### Floorplan with the power grid, run 1

Pins as bars on the die edge. Tap cells in gray.
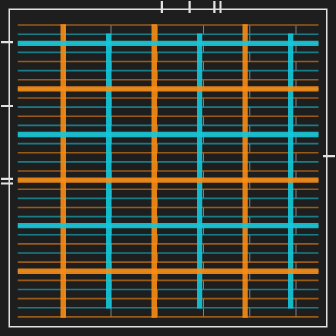
### Placement by cell class, run 1

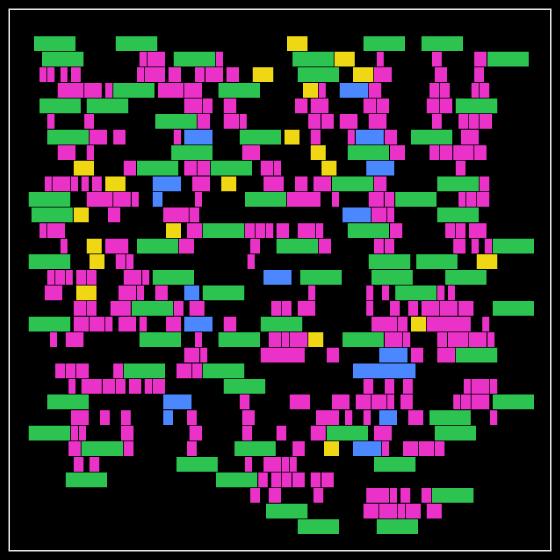
### Clock distribution, run 1

Scale bar: 20 um.
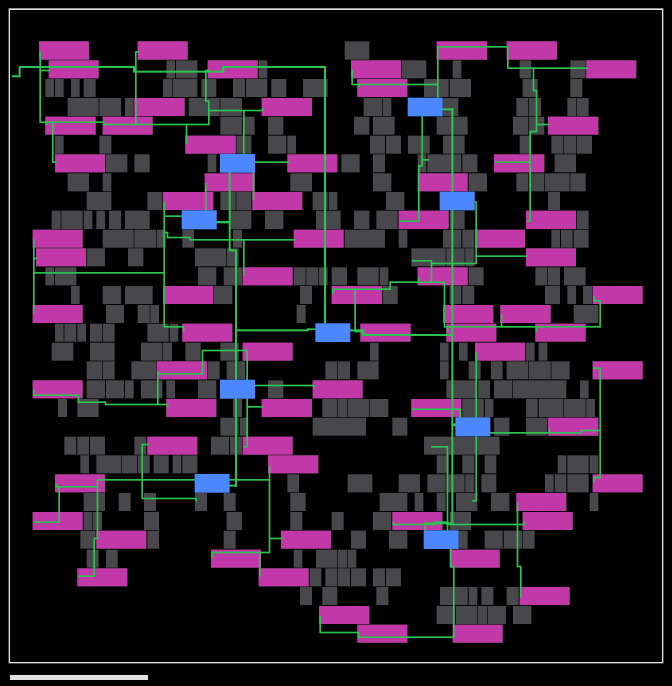
==> config.mk <==
export PLATFORM = sky130hd
export DESIGN_NAME = stopwatch_control
export DESIGN_NICKNAME = d
export VERILOG_FILES = /design/src/rtl/stopwatch_control.sv
export SDC_FILE = /design/constraint.sdc
export NUM_CORES = 1
export LEC_CHECK = 0
export ABC_CLOCK_PERIOD_IN_PS = 2300
export CAP_MARGIN = 10
export CELL_PAD_IN_SITES_DETAIL_PLACEMENT = 0
export CELL_PAD_IN_SITES_GLOBAL_PLACEMENT = 2
export CORE_MARGIN = 2
export CORE_UTILIZATION = 38
export DETAILED_ROUTE_END_ITERATION = 8
export PLACE_DENSITY_LB_ADDON = 0.15
export REMOVE_ABC_BUFFERS = 1
export SETUP_SLACK_MARGIN = 0.05
export SLEW_MARGIN = 10
export SYNTH_ARGS = -nofsm -noshare
export SYNTH_HDL_FRONTEND = slang
export SYNTH_SLANG_ARGS = --single-unit
==> constraint.sdc <==
create_clock -name clkIn -period 2.3 [get_ports clkIn]
set_input_delay 0.46 -clock clkIn [delete_from_list [all_inputs] [get_ports clkIn]]
set_output_delay 0.46 -clock clkIn [all_outputs]
set_load 0.01 [all_outputs]
==> src/rtl/stopwatch_control.sv <==
// stopwatch_control: button conditioning plus run/stop/lap control for the
// stopwatch. Produces the count-enable tick, the clear pulse and the lap
// freeze level for the downstream BCD counter and display.

// One button path: 2-FF synchronizer, debouncer, rising-edge detector.
module stopwatch_control_btn #(
    parameter int DEBOUNCE_CYCLES = 1_000_000
) (
    input  logic clk,
    input  logic rst_n,
    input  logic raw_in,
    output logic press
);
    localparam int CNT_W = $clog2(DEBOUNCE_CYCLES + 1);
    localparam logic [CNT_W-1:0] CNT_LAST = CNT_W'(DEBOUNCE_CYCLES - 1);

    logic             sync1_q, sync1_d;
    logic             sync2_q, sync2_d;
    logic             level_q, level_d;
    logic             level_prev_q, level_prev_d;
    logic [CNT_W-1:0] cnt_q, cnt_d;

    // Debounce: the level flips once the synchronized input has disagreed
    // with it for DEBOUNCE_CYCLES consecutive cycles; any agreement restarts.
    always_comb begin
        sync1_d      = raw_in;
        sync2_d      = sync1_q;
        level_d      = level_q;
        level_prev_d = level_q;
        cnt_d        = '0;
        if (sync2_q != level_q) begin
            if (cnt_q == CNT_LAST) begin
                level_d = ~level_q;
            end else begin
                cnt_d = cnt_q + 1'b1;
            end
        end
    end

    // Button path registers.
    always_ff @(posedge clk) begin
        if (!rst_n) begin
            sync1_q      <= 1'b0;
            sync2_q      <= 1'b0;
            level_q      <= 1'b0;
            level_prev_q <= 1'b0;
            cnt_q        <= '0;
        end else begin
            sync1_q      <= sync1_d;
            sync2_q      <= sync2_d;
            level_q      <= level_d;
            level_prev_q <= level_prev_d;
            cnt_q        <= cnt_d;
        end
    end

    // A press is a debounced 0->1 transition; releases are ignored.
    assign press = level_q & ~level_prev_q;
endmodule

module stopwatch_control #(
    parameter int CLK_FREQ_HZ     = 100_000_000,
    parameter int TICK_HZ         = 1000,
    parameter int DEBOUNCE_CYCLES = 1_000_000
) (
    input  logic       clkIn,
    input  logic       rstIn,
    input  logic       startStopBtnIn,
    input  logic       lapResetBtnIn,
    output logic       tickOut,
    output logic       clearOut,
    output logic       freezeOut,
    output logic [1:0] stateOut
);
    localparam int TICK_DIV = CLK_FREQ_HZ / TICK_HZ;
    localparam int PRE_W    = $clog2(TICK_DIV);
    localparam logic [PRE_W-1:0] PRE_LAST = PRE_W'(TICK_DIV - 1);

    typedef enum logic [1:0] {
        IDLE = 2'd0,
        RUN  = 2'd1,
        STOP = 2'd2,
        LAP  = 2'd3
    } state_e;

    logic             ss_press, lr_press;
    state_e           state_q, state_d;
    logic [PRE_W-1:0] presc_q, presc_d;
    logic             tick_q, tick_d;
    logic             clear_q, clear_d;
    logic             freeze_q, freeze_d;
    logic             cur_counting, nxt_counting;

    stopwatch_control_btn #(.DEBOUNCE_CYCLES(DEBOUNCE_CYCLES)) u_ss_btn (
        .clk    (clkIn),
        .rst_n  (rstIn),
        .raw_in (startStopBtnIn),
        .press  (ss_press)
    );

    stopwatch_control_btn #(.DEBOUNCE_CYCLES(DEBOUNCE_CYCLES)) u_lr_btn (
        .clk    (clkIn),
        .rst_n  (rstIn),
        .raw_in (lapResetBtnIn),
        .press  (lr_press)
    );

    // Next state; start/stop takes priority over lap/reset in the same cycle.
    always_comb begin
        state_d = state_q;
        case (state_q)
            IDLE: if (ss_press) state_d = RUN;
            RUN: begin
                if (ss_press)      state_d = STOP;
                else if (lr_press) state_d = LAP;
            end
            LAP: begin
                if (ss_press)      state_d = STOP;
                else if (lr_press) state_d = RUN;
            end
            STOP: begin
                if (ss_press)      state_d = RUN;
                else if (lr_press) state_d = IDLE;
            end
            default: state_d = IDLE;
        endcase
    end

    // Prescaler advances only on edges that stay within RUN/LAP, so the
    // first tick lands TICK_DIV cycles after entering RUN and a tick can
    // never coincide with STOP or IDLE on the outputs.
    always_comb begin
        cur_counting = (state_q == RUN) || (state_q == LAP);
        nxt_counting = (state_d == RUN) || (state_d == LAP);
        presc_d      = presc_q;
        tick_d       = 1'b0;
        if (state_d == IDLE) begin
            presc_d = '0;
        end else if (cur_counting && nxt_counting) begin
            if (presc_q == PRE_LAST) begin
                presc_d = '0;
                tick_d  = 1'b1;
            end else begin
                presc_d = presc_q + 1'b1;
            end
        end
        clear_d  = (state_q == STOP) && (state_d == IDLE);
        freeze_d = (state_d == LAP);
    end

    // Control registers; all outputs come straight from flops.
    always_ff @(posedge clkIn) begin
        if (!rstIn) begin
            state_q  <= IDLE;
            presc_q  <= '0;
            tick_q   <= 1'b0;
            clear_q  <= 1'b0;
            freeze_q <= 1'b0;
        end else begin
            state_q  <= state_d;
            presc_q  <= presc_d;
            tick_q   <= tick_d;
            clear_q  <= clear_d;
            freeze_q <= freeze_d;
        end
    end

    assign tickOut   = tick_q;
    assign clearOut  = clear_q;
    assign freezeOut = freeze_q;
    assign stateOut  = state_q;
endmodule

==> flow_metrics.tcl, run 1 <==
# collected from the flow reports
set metrics [dict create \
    final_max_slew_viol_count 0 \
    power.switching_uw 494 \
    wl_um 6110 \
    drt-met1-wl_um 3170 \
    dpl.hpwl_um 4340 \
    yosys.stat.seqShare_pct 45.3 \
    netlist.area_leader.share_pct 45.3 \
    yosys_area_mm2 0.00310 \
    combPwrFrac_pct 1.1 \
    nNetsFinal 372 \
    gp_congestion 0.728 \
    overflow 0 \
    syn_area_per_cell_um2 8.97 \
    num_antenna_cells 0 \
    mostFrequentLayoutCells "70 x dfxtp_1, 38 x nor2_1, 23 x a21oi_1" \
    finalSetupTns_ns 0 \
    h-tree-depth 3 \
    placed_cells 456 \
    top_cells_by_count "70 x dfxtp_1, 38 x nor2_1, 23 x a21oi_1" \
    clkSlewWorstSetupHoldPaths_ns 0.08 \
    top_cell "dfxtp_1" \
    drtPass1Iterations 5 \
    syn_to_final_growth_pct 14.4 \
    final.fill_count 777 \
    area_leaders "dfxtp_1 45%, xor2_1 5.1%, nor2_1 4.6%" \
    crit_fanout 7 \
    path_class "register to register" \
    synthCells 345 \
    seqPwrFrac_pct 53.4 \
    wl_per_cell_um 12.9 \
    io_pins 9 \
    dr_wl_met3_um 150 \
    fin_cells 472 \
    simple_gate_share_pct 29.0 \
    numSynthFlops 70 \
    cts_tree "built" \
    internal-power_uw 1790 \
    clock-sinks 70 \
    grt_start_max_net_pins 20 \
    cap_violations 0 \
    met3_usage_pct 3.77 \
    synth-compound-area-share_pct 11.0 \
    log.warning_count 25 \
    top_regs "u_lr_btn.cnt_q: 20 flops, u_ss_btn.cnt_q: 20 flops, presc_q: 17 flops" \
    relSlewSlack_pct 75.0 \
    via_per_inst 5.12 \
    routed.top_layer "met4" \
    max_freq_mhz 477 \
    grt_pass1_vias 2402 \
    yosys_warnings 0 \
    ys_sh_adder_pct 1.21 \
    drc 0 \
    post_cts_buffers 0 \
    min_period_over_period_pct 91.2 \
    status "finished clean" \
    root_buffer "clkbuf_8" \
    cts_buffers 9 \
    edf_count 0 \
    syn_area_mm2 0.00310 \
    fin_crit_ns 2.10 \
    drt_iter0_markers 72 \
    cts_hold_buf 0 \
    final_antenna_net_count 0 \
    globalRoute.busiestLayer "met2" \
    antenna_found_initial 0 \
    ys_async_sr_fraction_pct 0 \
    tightest_slew_ns 0.374 \
    critPathRequiredTime_ns 2.58 \
    arrival_ns 2.38 \
    routed-via-count 2418 \
    endpoint_kind "register" \
    synthXorXnorAreaFrac_pct 9.34 \
    clockBufferDepth 2 \
    yosysUniqueCellTypes 42 \
    grt_pass1_wl_um 11000 \
    power-per-cell-area_mw_per_mm2 644 \
    die_area_mm2 0.00888 \
]
Notes on 'Floorplan with the power grid' above:
legend:
  VDD:
    color: cyan
  VSS:
    color: orange
met1 rails: 33
signal pins: 9
tap cells: 102
met4 straps: 6
die height: 94.3 um
die width: 94.3 um
Core Region: 0.00781 mm2
Max VDD drop: 0.301 mV

Notes on 'Placement by cell class' above:
legend:
  clock drivers and dummy loads:
    color: blue
    cells: 16
    share_of_their_area: 6.1%
  remaining buffers and delay cells:
    color: yellow
    cells: 20
    share_of_their_area: 5.0%
  remaining logic cells:
    color: magenta
    cells: 264
    share_of_their_area: 48%
  sequential cells:
    color: green
    cells: 70
    share_of_their_area: 41%
sequential share of cell area: 39.6%
Design Area, Final: 0.00354 mm2
num rows: 32

Notes on 'Clock distribution' above:
legend:
  clock-net drivers:
    color: blue
    count: 9
  clock wires:
    color: green
    length: 965 um
  flip-flops:
    color: magenta
    count: 70
routed clock nets: 10
flops lie: widely spread
Clock Power: 1040 uW
Post-Route Skew: 0.00575 ns
Clock Power Share: 45.5%
Skew-Pair Late Insertion Delay: 0.35 ns

==> run 1: power groups by stage <==
stage	registers [uW]	logic, uW	clock network (uW)
2_1_floorplan	1250	10.1	0
3_3_place_gp	1250	26.5	0
3_5_place_dp	1250	26.2	0
4_1_cts	1220	26.4	1080
5_1_grt	1220	29.0	1130
6_report	1220	25.4	1040
==> run 1: final timing paths <==
path	start	end	slack [ns]	cells past startpoint
max	u_lr_btn.cnt_q[0]$_SDFF_PP0_	u_lr_btn.cnt_q[18]$_SDFF_PP0_	0.20	5
min	u_ss_btn.sync1_q$_SDFF_PN0_	u_ss_btn.sync2_q$_SDFF_PN0_	0.44	1
max reg2reg	u_lr_btn.cnt_q[0]$_SDFF_PP0_	u_lr_btn.cnt_q[18]$_SDFF_PP0_	0.20	5
min reg2reg	u_ss_btn.sync1_q$_SDFF_PN0_	u_ss_btn.sync2_q$_SDFF_PN0_	0.44	1
==> run 1: per-stage QoR <==
step	util [%]	setup WS [ns]	total power, uW
global placement	42.7	0.256	1270
CTS	45.4	0.193	2320
global route	45.4	0.0753	2370
detailed placement	42.7	0.224	1270
finish	45.4	0.201	2280
floorplan	-	0.340	1260
==> run 1: layout make-up <==
type | instances | area, um2 | area share [%]
Clock buffer | 11 | 151 | 4.27
Clock inverter | 5 | 56.3 | 1.59
Inverter | 16 | 60.1 | 1.70
Multi-Input combinational cell | 248 | 1580 | 44.5
Sequential cell | 70 | 1400 | 39.6
Tap cell | 102 | 128 | 3.60
Timing Repair Buffer | 20 | 170 | 4.80
==> run 1: worst max-delay path, stage by stage, from the launching register on <==
cell and delay, ns:
dfxtp_1 0.40, ha_1 0.28, nand2_1 0.09, or4_1 0.61
or4_4 0.53, a21oi_2 0.13
==> inputs of run 2 (changes only) <==
- CORE_ASPECT_RATIO: default -> 0.6
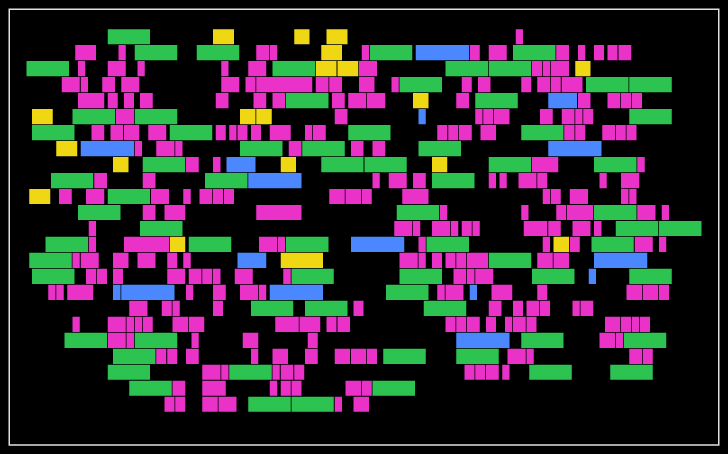
*Placement by cell class, run 2*
legend:
  sequential cells:
    color: green
    cells: 70
    share_of_their_area: 40%
  remaining buffers and delay cells:
    color: yellow
    cells: 19
    share_of_their_area: 5.0%
  remaining logic cells:
    color: magenta
    cells: 264
    share_of_their_area: 47%
  clock drivers and dummy loads:
    color: blue
    cells: 16
    share_of_their_area: 8.0%
fin util: 46.2%
sequential share of cell area: 38.5%
num rows: 25

==> flow_metrics.tcl, run 2 <==
# collected from the flow reports
set metrics [dict create \
    final_antenna_net_count 0 \
    cp_top_family "simple AND/OR/NAND/NOR gates" \
    yosys.stat.seqShare_pct 45.3 \
    grt_start_max_net_pins 20 \
    drtPass1Iterations 4 \
    globalRoute.busiestLayer "met1" \
    area_leaders "dfxtp_1 45%, xor2_1 5.1%, nor2_1 4.6%" \
    mostFrequentLayoutCells "70 x dfxtp_1, 38 x nor2_1, 23 x a21oi_1" \
    overflow 0 \
    fin_crit_ns 2.08 \
    cp_slowest_stage_delay_ns 0.65 \
    grt_pass1_wl_um 10700 \
    clock_latency_ns 0.33 \
    post_cts_buffers 0 \
    finalSetupTns_ns 0 \
    drc 0 \
    top_cells_by_count "70 x dfxtp_1, 38 x nor2_1, 23 x a21oi_1" \
    via_per_inst 4.97 \
    netlist.area_leader.share_pct 45.3 \
    syn_area_mm2 0.00310 \
    root_buffer "clkbuf_16" \
    num_antenna_cells 0 \
    crit_fanout 7 \
    dpl.hpwl_um 4400 \
    syn_to_final_growth_pct 17.5 \
    met3_usage_pct 6.75 \
    cts_tree "built" \
    path_class "register to register" \
    crit_path_cell_trace "ha_1 > nand2_1 > or4_1 > or4_1 > a21oi_1" \
    cts_hold_buf 0 \
    core_region_area_mm2 0.00788 \
    io_pins 9 \
    cts_buffers 9 \
    final.fill_count 780 \
    yosysUniqueCellTypes 42 \
    clkSlewWorstSetupHoldPaths_ns 0.05 \
    die_x_um 121 \
    yosys_area_mm2 0.00310 \
    path_common_cell "or4_1" \
    log.warning_count 25 \
    max_freq_mhz 481 \
    drt-met1-wl_um 3660 \
    clockBufferDepth 2 \
    die_y_um 73.9 \
    path_buffers 0 \
    top_regs "u_lr_btn.cnt_q: 20 flops, u_ss_btn.cnt_q: 20 flops, presc_q: 17 flops" \
    total_power_uw 2550 \
    edf_count 0 \
    h-tree-depth 3 \
    syn_area_per_cell_um2 8.97 \
    endpoint_kind "register" \
    ir_drop_mv 0.413 \
    arrival_ns 2.34 \
    grt_pass1_vias 2128 \
    dr_wl_met3_um 287 \
    drt_iter0_markers 151 \
    nNetsFinal 371 \
    placed_cells 461 \
    worst_slack_ns 0.219 \
    status "finished clean" \
    gp_congestion 0.786 \
    antenna_found_initial 0 \
    wl_per_cell_um 13.1 \
    logic_area_mm2 0.00159 \
    ff_latch_area_mm2 0.00140 \
    top_cell "dfxtp_1" \
    slowest_stage "or4_1" \
    post-place-ws_ns 0.219 \
    routed.top_layer "met4" \
    wl_um 6240 \
    power-per-cell-area_mw_per_mm2 702 \
    cap_violations 0 \
    fin_worst_skew_ns 0.00381 \
    routed-via-count 2369 \
    fin_cells 477 \
    ys_async_sr_fraction_pct 0 \
    relSlewSlack_pct 68.2 \
    yosys_warnings 0 \
    critPathRequiredTime_ns 2.56 \
    numSynthFlops 70 \
    clock-sinks 70 \
    die_area_mm2 0.00891 \
    min_period_over_period_pct 90.5 \
    tightest_slew_ns 0.471 \
    synthCells 345 \
    final_max_slew_viol_count 0 \
    fin_area_mm2 0.00364 \
    finalSetupViolations 0 \
]
==> run 2: cell counts after synthesis <==
Identical to the previous run, type by type.
==> run 2: area by class of cell <==
cell class                      count  area share [%]
Multi-Input combinational cell    248            43.6
Sequential cell                    70            38.5
Clock buffer                       16            7.74
Timing Repair Buffer               19            4.81
Tap cell                          108            3.71
Inverter                           16            1.65
==> run 2: final timing paths <==
check	from	endpoint	slack [ns]	depth (start not counted)
worst min register to register	u_ss_btn.sync1_q$_SDFF_PN0_	u_ss_btn.sync2_q$_SDFF_PN0_	0.43	1
worst max register to register	u_ss_btn.cnt_q[0]$_SDFF_PP0_	u_ss_btn.cnt_q[18]$_SDFF_PP0_	0.22	5
worst max-delay path	u_ss_btn.cnt_q[0]$_SDFF_PP0_	u_ss_btn.cnt_q[18]$_SDFF_PP0_	0.22	5
worst min-delay path	u_ss_btn.sync1_q$_SDFF_PN0_	u_ss_btn.sync2_q$_SDFF_PN0_	0.43	1
==> run 2: worst register-to-register path, delay by kind of cell, from the launching register on <==
| family | cells | cell delay, ns |
|---|---|---|
| and+or+nand+nor | 3 | 1.29 |
| DFF | 1 | 0.35 |
| adders and majority gates | 1 | 0.21 |
| AOI/OAI and AO/OA | 1 | 0.15 |
==> run 2: repair_timing <==
action / CTS / global route
hold endpoints to repair: 0 / 0
resized: 0 / 1
setup endpoints to repair: 0 / 7
==> run 2: kinds of logic after synthesis <==
kind of cell    share of synthesized area, %
flops                                   45.3
simple gates                            29.0
buf+inv                                 3.84
compound gates                          11.0
xor+xnor                                9.34
fa+ha+maj                               1.21
mux                                    0.323
==> run 2: report_power, final <==
group	total [uW]	internal (uW)	switching, uW
clock	1310	820	486
sequential	1220	1220	2.14
combinational	27.8	13.0	14.8
==> inputs of run 3 (changes only) <==
- GPL_ROUTABILITY_DRIVEN: default -> 0
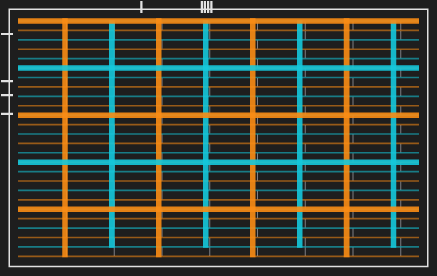
*Floorplan with the power grid, run 3*
Pins as bars on the die edge. Tap cells in gray.
legend:
  VSS:
    color: orange
  VDD:
    color: cyan
tap cells: 108
signal pins: 9
met1 rails: 26
met5 straps: 5
rows: 25
Core Region: 0.00788 mm2
die height: 73.9 um
die width: 121 um

==> flow_metrics.tcl, run 3 <==
# collected from the flow reports
set metrics [dict create \
    yosys_area_mm2 0.00310 \
    path_buffers 0 \
    wl_per_cell_um 13.1 \
    drt_iter0_markers 151 \
    num-nonclk-buffers 19 \
    routed.top_layer "met4" \
    h-tree-depth 3 \
    cts_resized 0 \
    top_regs "u_lr_btn.cnt_q: 20 flops, u_ss_btn.cnt_q: 20 flops, presc_q: 17 flops" \
    rows 25 \
    cap_violations 0 \
    root_buffer "clkbuf_16" \
    top_cell "dfxtp_1" \
    final.fill_count 780 \
    holdPathStages 1 \
    dr_wl_met3_um 287 \
    mostFrequentLayoutCells "70 x dfxtp_1, 38 x nor2_1, 23 x a21oi_1" \
    cts_tree "built" \
    syn_area_mm2 0.00310 \
    finalSetupViolations 0 \
    nNetsFinal 371 \
    dpl.hpwl_um 4400 \
    area_leaders "dfxtp_1 45%, xor2_1 5.1%, nor2_1 4.6%" \
    finalSetupTns_ns 0 \
    die_area_mm2 0.00891 \
    cts_buffers 9 \
    clkbuf_count 16 \
    syn_to_final_growth_pct 17.5 \
    fin_cells 477 \
    routed-via-count 2369 \
    comb_share_pct 43.6 \
    crit_fanout 7 \
    netlist.area_leader.share_pct 45.3 \
    clock_latency_ns 0.33 \
    placed_cells 461 \
    status "finished clean" \
]
-- run 3: cell counts after synthesis --
Identical to the previous run, type by type.
-- run 3: worst reg2reg max path, stage by stage, from the launching register on --
cell	delay, ns
dfxtp_1	0.35
ha_1	0.21
nand2_1	0.13
or4_1	0.65
or4_1	0.51
a21oi_1	0.15
-- run 3: worst paths after layout --
kind / start / slack [ns] / end
worst max-delay path: u_ss_btn.cnt_q[0]$_SDFF_PP0_ / 0.22 / u_ss_btn.cnt_q[18]$_SDFF_PP0_
worst min-delay path: u_ss_btn.sync1_q$_SDFF_PN0_ / 0.43 / u_ss_btn.sync2_q$_SDFF_PN0_
worst max register to register: u_ss_btn.cnt_q[0]$_SDFF_PP0_ / 0.22 / u_ss_btn.cnt_q[18]$_SDFF_PP0_
worst min register to register: u_ss_btn.sync1_q$_SDFF_PN0_ / 0.43 / u_ss_btn.sync2_q$_SDFF_PN0_
-- run 3: metal layers --
| metal | GRT usage (%) | vias to the layer above |
|---|---|---|
| li1 | - | 1266 |
| met1 | 24.7 | 1066 |
| met2 | 18.0 | 28 |
| met3 | 6.75 | 9 |
| met4 | 6.20 | 0 |
| met5 | 0 | - |
-- run 3: power by group --
| part | internal [uW] | total (uW) | switching, uW |
|---|---|---|---|
| combinational | 13.0 | 27.8 | 14.8 |
| sequential | 1220 | 1220 | 2.14 |
| clock | 820 | 1310 | 486 |
| total | 2050 | 2550 | 503 |
-- run 3: metrics by stage --
| stage | worst slack (ns) | hold WS, ns | power (uW) |
|---|---|---|---|
| detailed placement | 0.219 | 0.422 | 1270 |
| global route | 0.0736 | 0.444 | 2640 |
| finish | 0.219 | 0.433 | 2550 |
| CTS | 0.211 | 0.434 | 2580 |
| global placement | 0.274 | 0.415 | 1270 |
| floorplan | 0.340 | 0.412 | 1260 |
Power figures rest on the tool's default switching activity, not on a simulated workload.
